run_1/gate_families.png
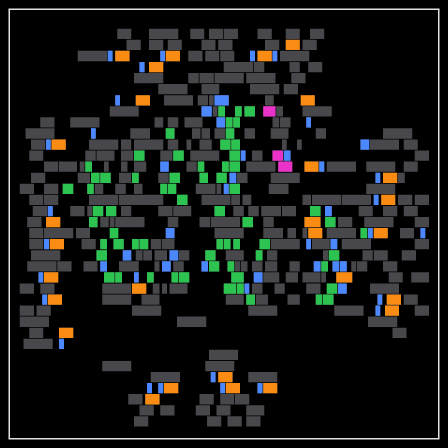
run_1/zoom.png
Region (1, 54) to (51, 104) µm. Cells in gray, sequential cells in the stronger gray; small squares are vias.
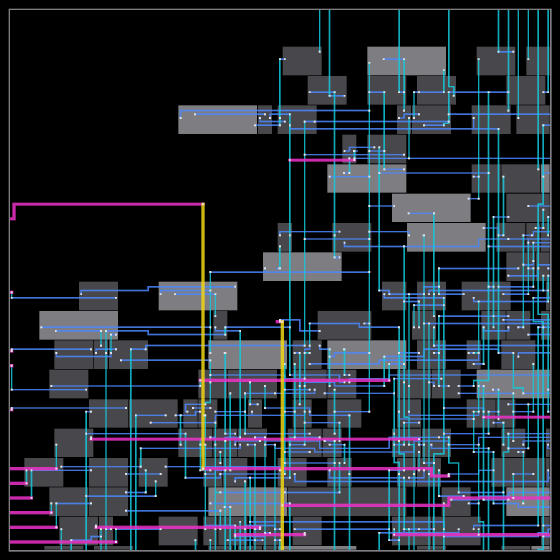
run_1/pdn.png
Pins as bars on the die edge.
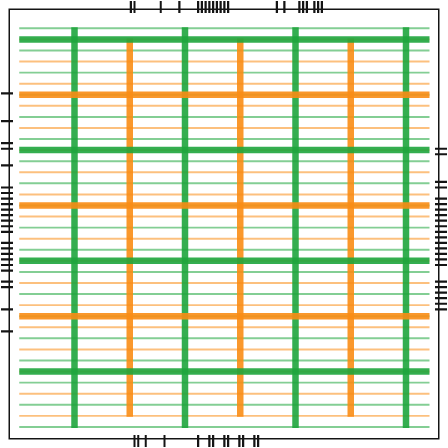
run_1/final_clocks.png
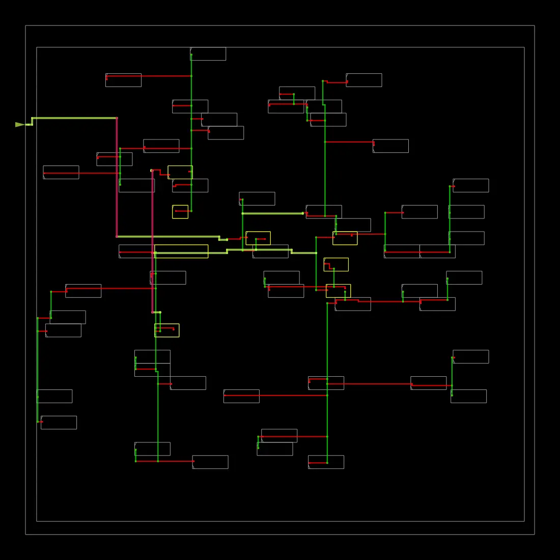
$ cat src/rtl/rtc_time_counter.sv
// Time-of-day counter in packed BCD (24-hour), advanced by a one-cycle tick.
// Supports validated time-set, snapshot capture and a day-rollover pulse.
module rtc_time_counter #(
  parameter logic [7:0] INIT_HOURS = 8'h00,
  parameter logic [7:0] INIT_MINS  = 8'h00,
  parameter logic [7:0] INIT_SECS  = 8'h00
) (
  input  logic       clk,
  input  logic       rst,
  input  logic       tick,
  input  logic       set_valid,
  input  logic [7:0] set_hours,
  input  logic [7:0] set_mins,
  input  logic [7:0] set_secs,
  output logic       set_ack,
  output logic       set_err,
  input  logic       snap_req,
  output logic       snap_valid,
  output logic [7:0] snap_hours,
  output logic [7:0] snap_mins,
  output logic [7:0] snap_secs,
  output logic [7:0] hours,
  output logic [7:0] mins,
  output logic [7:0] secs,
  output logic       day_pulse
);

  logic [7:0] hours_q, hours_d, mins_q, mins_d, secs_q, secs_d;
  logic [7:0] snap_hours_q, snap_hours_d, snap_mins_q, snap_mins_d;
  logic [7:0] snap_secs_q, snap_secs_d;
  logic       set_ack_q, set_ack_d, set_err_q, set_err_d;
  logic       snap_valid_q, snap_valid_d, day_pulse_q, day_pulse_d;
  logic       set_ok;
  logic [8:0] secs_inc, mins_inc, hours_inc;

  // Returns {carry, next}: wraps to 00 with carry at the field maximum,
  // otherwise a plain two-digit BCD increment.
  function automatic logic [8:0] bcd_inc(input logic [7:0] v,
                                         input logic [3:0] tens_max,
                                         input logic [3:0] units_max);
    logic [8:0] r;
    if (v[7:4] == tens_max && v[3:0] == units_max)
      r = {1'b1, 8'h00};
    else if (v[3:0] == 4'd9)
      r = {1'b0, v[7:4] + 4'd1, 4'd0};
    else
      r = {1'b0, v[7:4], v[3:0] + 4'd1};
    return r;
  endfunction

  always_comb begin
    set_ok = (set_secs[3:0] <= 4'd9) && (set_secs[7:4] <= 4'd5) &&
             (set_mins[3:0] <= 4'd9) && (set_mins[7:4] <= 4'd5) &&
             (set_hours[3:0] <= 4'd9) && (set_hours[7:4] <= 4'd2) &&
             !(set_hours[7:4] == 4'd2 && set_hours[3:0] > 4'd3);
  end

  always_comb begin
    secs_inc  = bcd_inc(secs_q, 4'd5, 4'd9);
    mins_inc  = bcd_inc(mins_q, 4'd5, 4'd9);
    hours_inc = bcd_inc(hours_q, 4'd2, 4'd3);
  end

  always_comb begin
    hours_d      = hours_q;
    mins_d       = mins_q;
    secs_d       = secs_q;
    snap_hours_d = snap_hours_q;
    snap_mins_d  = snap_mins_q;
    snap_secs_d  = snap_secs_q;
    set_ack_d    = 1'b0;
    set_err_d    = 1'b0;
    snap_valid_d = 1'b0;
    day_pulse_d  = 1'b0;

    // An accepted set wins over a coincident tick; a rejected one lets it through.
    if (set_valid && set_ok) begin
      hours_d   = set_hours;
      mins_d    = set_mins;
      secs_d    = set_secs;
      set_ack_d = 1'b1;
    end else begin
      set_err_d = set_valid;
      if (tick) begin
        secs_d = secs_inc[7:0];
        if (secs_inc[8]) begin
          mins_d = mins_inc[7:0];
          if (mins_inc[8]) begin
            hours_d     = hours_inc[7:0];
            day_pulse_d = hours_inc[8];
          end
        end
      end
    end

    if (snap_req) begin
      snap_hours_d = hours_q;
      snap_mins_d  = mins_q;
      snap_secs_d  = secs_q;
      snap_valid_d = 1'b1;
    end
  end

  always_ff @(posedge clk) begin
    if (rst) begin
      hours_q      <= INIT_HOURS;
      mins_q       <= INIT_MINS;
      secs_q       <= INIT_SECS;
      snap_hours_q <= '0;
      snap_mins_q  <= '0;
      snap_secs_q  <= '0;
      set_ack_q    <= 1'b0;
      set_err_q    <= 1'b0;
      snap_valid_q <= 1'b0;
      day_pulse_q  <= 1'b0;
    end else begin
      hours_q      <= hours_d;
      mins_q       <= mins_d;
      secs_q       <= secs_d;
      snap_hours_q <= snap_hours_d;
      snap_mins_q  <= snap_mins_d;
      snap_secs_q  <= snap_secs_d;
      set_ack_q    <= set_ack_d;
      set_err_q    <= set_err_d;
      snap_valid_q <= snap_valid_d;
      day_pulse_q  <= day_pulse_d;
    end
  end

  assign hours      = hours_q;
  assign mins       = mins_q;
  assign secs       = secs_q;
  assign snap_hours = snap_hours_q;
  assign snap_mins  = snap_mins_q;
  assign snap_secs  = snap_secs_q;
  assign set_ack    = set_ack_q;
  assign set_err    = set_err_q;
  assign snap_valid = snap_valid_q;
  assign day_pulse  = day_pulse_q;

endmodule
$ cat config.mk
export PLATFORM = sky130hd
export DESIGN_NAME = rtc_time_counter
export DESIGN_NICKNAME = d
export VERILOG_FILES = /design/src/rtl/rtc_time_counter.sv
export SDC_FILE = /design/constraint.sdc
export NUM_CORES = 1
export LEC_CHECK = 0
export CORE_MARGIN = 2
export CORE_UTILIZATION = 25
export CTS_BUF_LIST = sky130_fd_sc_hd__clkbuf_8
export DETAILED_ROUTE_END_ITERATION = 10
export HOLD_SLACK_MARGIN = 0.03
export SETUP_SLACK_MARGIN = 0.02
export SKIP_CTS_REPAIR_TIMING = 1
export SLEW_MARGIN = 20
export SYNTH_ARGS = -nofsm -noshare
export SYNTH_HDL_FRONTEND = slang
export SYNTH_SLANG_ARGS = --single-unit
$ cat constraint.sdc
create_clock -name clk -period 2.4 [get_ports clk]
set_clock_uncertainty 0.15 [all_clocks]
set_input_delay 0.48 -clock clk [delete_from_list [all_inputs] [get_ports clk]]
set_output_delay 0.48 -clock clk [all_outputs]
set_load 0.05 [all_outputs]
==> impl_metrics.env, run 1 <==
# flow metrics
export IMPL_status="completed"
export IMPL_path_buffers=1
export IMPL_start_kind="flip-flop"
export IMPL_cts_htree_levels=2
export IMPL_grtUsageMet3=0.0312
export IMPL_yosys_warnings=0
export IMPL_setup_worst_path_end="mins[4]"
export IMPL_rsz0062_at_grt="false"
export IMPL_seq_power_uw=878
export IMPL_gp_congestion=0.822
export IMPL_synth_most_common_cell="dfxtp_1"
export IMPL_via_per_inst=4.89
export IMPL_die_w_um=105
export IMPL_m1WireLength_um=3620
export IMPL_dieArea_um2=11100
export IMPL_final_antenna_net_count=0
export IMPL_num_vias=2508
export IMPL_drt_wl_total_um=7770
export IMPL_warnings=31
export IMPL_wl_met2_um=3580
export IMPL_grt_overflow=0
export IMPL_hold_viol=0
export IMPL_finalSetupViolCount=0
export IMPL_p_clk_frac=0.381
export IMPL_fp_util=0.259
export IMPL_p_int_mw=1.30
export IMPL_io_buffers=80
export IMPL_path_delay_family="buffers and inverters"
export IMPL_p_sw_uw=416
export IMPL_gr_usage_met1=0.193
export IMPL_topCellsByArea="dfxtp_1, mux2i_1, ha_1"
export IMPL_arrival_ns=1.68
export IMPL_grt_pass1_vias=2434
export IMPL_avgRoutedWirePerCell_um=15.1
export IMPL_edf_count=0
export IMPL_drv_slew=0
## Picture notes: gate_families.png
multiplexers: marked orange, cells 28, where spread over the die. NOR gates: marked blue, cells 51. inverting AOI/OAI gates: marked green, cells 64. AND-OR and OR-AND gates: marked magenta, cells 3.
logic share of the area: 0.372
post-route insts no fill: 513
most frequent logic cell in the layout: clkdlybuf4s50_1

## Picture notes: zoom.png
met2: marked cyan. met3: marked magenta. met4: marked yellow. met1: marked blue.
102 logic cells have their middle in the window. Sequential cells in the window: 13. Netlist names of flops here include hours (4), snap_hours (4), mins (3). Most frequent: clkdlybuf4s50_1 (21), dfxtp_1 (13), nor2_1 (7).

## Picture notes: pdn.png
VDD: marked orange. VSS: marked green.
81 signal pins sit on the boundary. The core has 36 rows.
die height: 105 µm
Peak VDD IR: 0.259 mV

## Picture notes: final_clocks.png
clock latency on the worst-skew pair: 0.32 ns
TritonCTS buffer count: 5
Clock group: 653 µW
Flops: 52
Sink Count: 52

[run 1: cell families (layout without fill, tap and decap cells)]
kind of cell / count (synthesis) / count (layout) / share of synthesized area
buf+inv: 25 / 123 / 0.0416
xor+xnor: 2 / 2 / 0.00685
compound gates: 67 / 67 / 0.171
flops: 52 / 52 / 0.407
simple gates: 98 / 98 / 0.214
fa+ha+maj: 10 / 10 / 0.0489
mux: 28 / 28 / 0.111
[run 1: layout make-up]
type                       instances  area [µm²]
clock inverter                     2        38.8
clock buffer                       6        82.6
multi-input combinational        205        1410
timing repair buffer             108        1020
tap                              133         166
inverter                           7        26.3
fill                            1013        6080
sequential                        52        1040
[run 1: worst min-delay path: stages (launching register included)]
cell     delay [ns]
dfxtp_1        0.34
mux2i_1        0.06
nor2_1         0.07
## Run 2: what changed since run 1
==> constraint.sdc (replaced) <==
create_clock -name clk -period 2.4 [get_ports clk]
set_clock_uncertainty 0.15 [all_clocks]
set_input_delay 0.6 -clock clk [delete_from_list [all_inputs] [get_ports clk]]
set_output_delay 0.6 -clock clk [all_outputs]
set_load 0.05 [all_outputs]
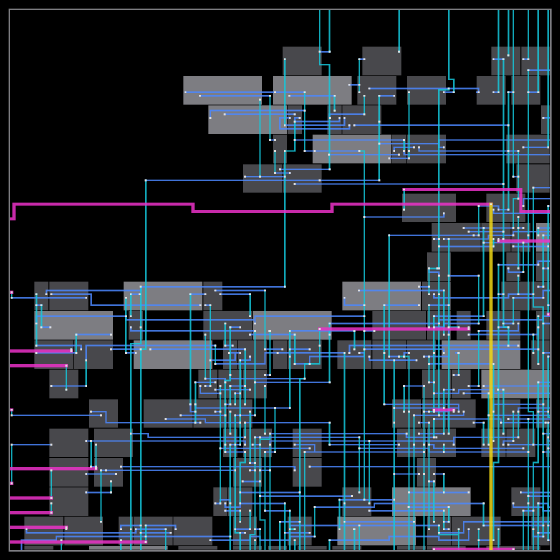
run_2/zoom.png
Region (1, 54) to (51, 104) µm. Cells in gray, sequential cells in the stronger gray; small squares are vias.
met1: marked blue. met2: marked cyan. met4: marked yellow. met3: marked magenta.
Sequential cells in the window: 13. Netlist names of flops here include hours (4), snap_hours (4), mins (3). 105 logic cells have their middle in the window. Most frequent: clkdlybuf4s50_1 (15), dfxtp_1 (13), buf_4 (11).

==> run 2 against run 1 <==
Effect of this change: area after synthesis unchanged; combinational power up 3%; cell count down 0.19%; via count down 0.76%; worst setup slack worse by 0.030 ns.
==> impl_metrics.env, run 2 <==
# flow metrics
export IMPL_drv_slew=0
export IMPL_hold_viol=0
export IMPL_clock_area_frac=0.0258
export IMPL_p_clk_frac=0.341
export IMPL_grt_overflow=0
export IMPL_yosys_warnings=0
export IMPL_path_delay_family="buffers and inverters"
export IMPL_die_w_um=105
export IMPL_p_int_mw=1.22
export IMPL_seqCellArea_um2=1040
export IMPL_logic_gates=205
export IMPL_io_buffers=80
export IMPL_buffers=108
export IMPL_clock_latency_ns=0.31
export IMPL_drt_wl_total_um=7950
export IMPL_die_h_um=105
export IMPL_arrival_ns=1.59
export IMPL_dominant_cells="multi-input combinational cells"
export IMPL_fillers=1019
export IMPL_ff_count=52
export IMPL_status="completed"
export IMPL_path_buffers=1
export IMPL_lay_top_count="clkdlybuf4s50_1"
export IMPL_gr_usage_met1=0.201
export IMPL_start_kind="flip-flop"
==> run 2: metal layers <==
| metal | share of wire | wire length (µm) |
|---|---|---|
| met2 | 0.45 | 3610 |
| met3 | 0.050 | 400 |
| met4 | 0.0084 | 67 |
| met1 | 0.49 | 3870 |
| met5 | 0 | 0 |
==> run 2: cells by family (layout without fill, tap and decap cells) <==
| kind of cell | Yosys count | after routing | share of synthesized area |
|---|---|---|---|
| simple gates | 98 | 98 | 0.214 |
| compound gates | 67 | 67 | 0.171 |
| flops | 52 | 52 | 0.407 |
| mux | 28 | 28 | 0.111 |
| buf+inv | 25 | 122 | 0.0416 |
| fa+ha+maj | 10 | 10 | 0.0489 |
| xor+xnor | 2 | 2 | 0.00685 |
## Run 3: what changed since run 2
--- a/config.mk
+++ b/config.mk
@@ -5,11 +5,13 @@
 export SDC_FILE = /design/constraint.sdc
 export NUM_CORES = 1
 export LEC_CHECK = 0
+export CAP_MARGIN = 30
 export CORE_MARGIN = 2
-export CORE_UTILIZATION = 25
+export CORE_UTILIZATION = 48
 export CTS_BUF_LIST = sky130_fd_sc_hd__clkbuf_8
 export DETAILED_ROUTE_END_ITERATION = 10
 export HOLD_SLACK_MARGIN = 0.03
+export PLACE_DENSITY = 0.82
 export SETUP_SLACK_MARGIN = 0.02
 export SKIP_CTS_REPAIR_TIMING = 1
 export SLEW_MARGIN = 20
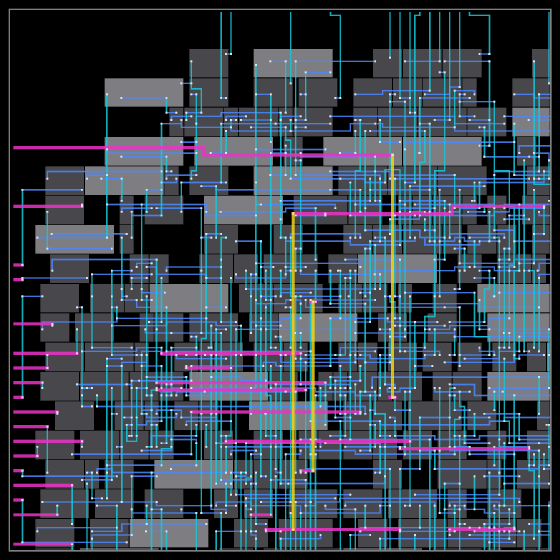
run_3/zoom.png
Region (0, 27) to (50, 77) µm. Cells in gray, sequential cells in the stronger gray; small squares are vias.
met4: marked yellow. met1: marked blue. met3: marked magenta. met2: marked cyan.
Netlist names of flops here include hours (6), snap_hours (5), mins (4). Most frequent: clkdlybuf4s50_1 (23), dfxtp_1 (20), buf_4 (19). 179 logic cells have their middle in the window. Sequential cells in the window: 20.

==> run 3 against run 2 <==
Effect of this change: area after synthesis is the same; register-to-register slack worse by 0.02 ns; via count increased by 2.3%; sequential share of layout area increased by 0.45 points; non-clock buffer count is 2 lower; die area decreased by 46%; clock power shrank 7.1%; combinational power is 4% lower; synthesized cell count did not move; hold slack better by 0.0020 ns; cell area shrank 1.6%; worst setup slack improved by 0.0021 ns; critical path type unchanged; critical endpoint is now secs[1].
==> impl_metrics.env, run 3 <==
# flow metrics
export IMPL_status="completed"
export IMPL_path_buffers=1
export IMPL_clock_latency_ns=0.31
export IMPL_ff_count=52
export IMPL_cts_htree_levels=2
export IMPL_clock_area_frac=0.0245
export IMPL_setup_worst_path_end="secs[1]"
export IMPL_logic_gates=205
export IMPL_irDropWorstVdd_mv=0.255
export IMPL_drt_wl_total_um=7240
export IMPL_final_nonclk_buf_share=0.277
export IMPL_path_delay_family="buffers and inverters"
export IMPL_num_vias=2546
export IMPL_finalSetupViolCount=0
export IMPL_lay_top_count="clkdlybuf4s50_1"
export IMPL_clock_sinks=52
export IMPL_die_h_um=77.0
export IMPL_synth_most_common_cell="dfxtp_1"
export IMPL_n_clock_buffer=6
export IMPL_drv_slew=0
export IMPL_start_kind="flip-flop"
export IMPL_seq_power_uw=877
export IMPL_grt_pass1_vias=2308
export IMPL_avgRoutedWirePerCell_um=16.2
export IMPL_logic_area_um2=1420
export IMPL_arrival_ns=1.58
export IMPL_p_int_mw=1.19
## run 3: cell counts after synthesis
Identical to the previous run, type by type.
## run 3: metal layers
layer / track usage / wire length (µm) / vias to the layer above
met5: 0 / 0 / -
met3: 0.0553 / 462 / 8
li1: - / - / 1243
met4: 0.0643 / 75 / 0
met1: 0.336 / 3320 / 1206
met2: 0.393 / 3380 / 89
## run 3: cell families after synthesis
| kind of cell | after synthesis | synth area share |
|---|---|---|
| simple gates | 98 | 0.214 |
| compound gates | 67 | 0.171 |
| flops | 52 | 0.407 |
| mux | 28 | 0.111 |
| buf+inv | 25 | 0.0416 |
| fa+ha+maj | 10 | 0.0489 |
| xor+xnor | 2 | 0.00685 |
No activity file was given, so power comes from the tool's default toggle rates.
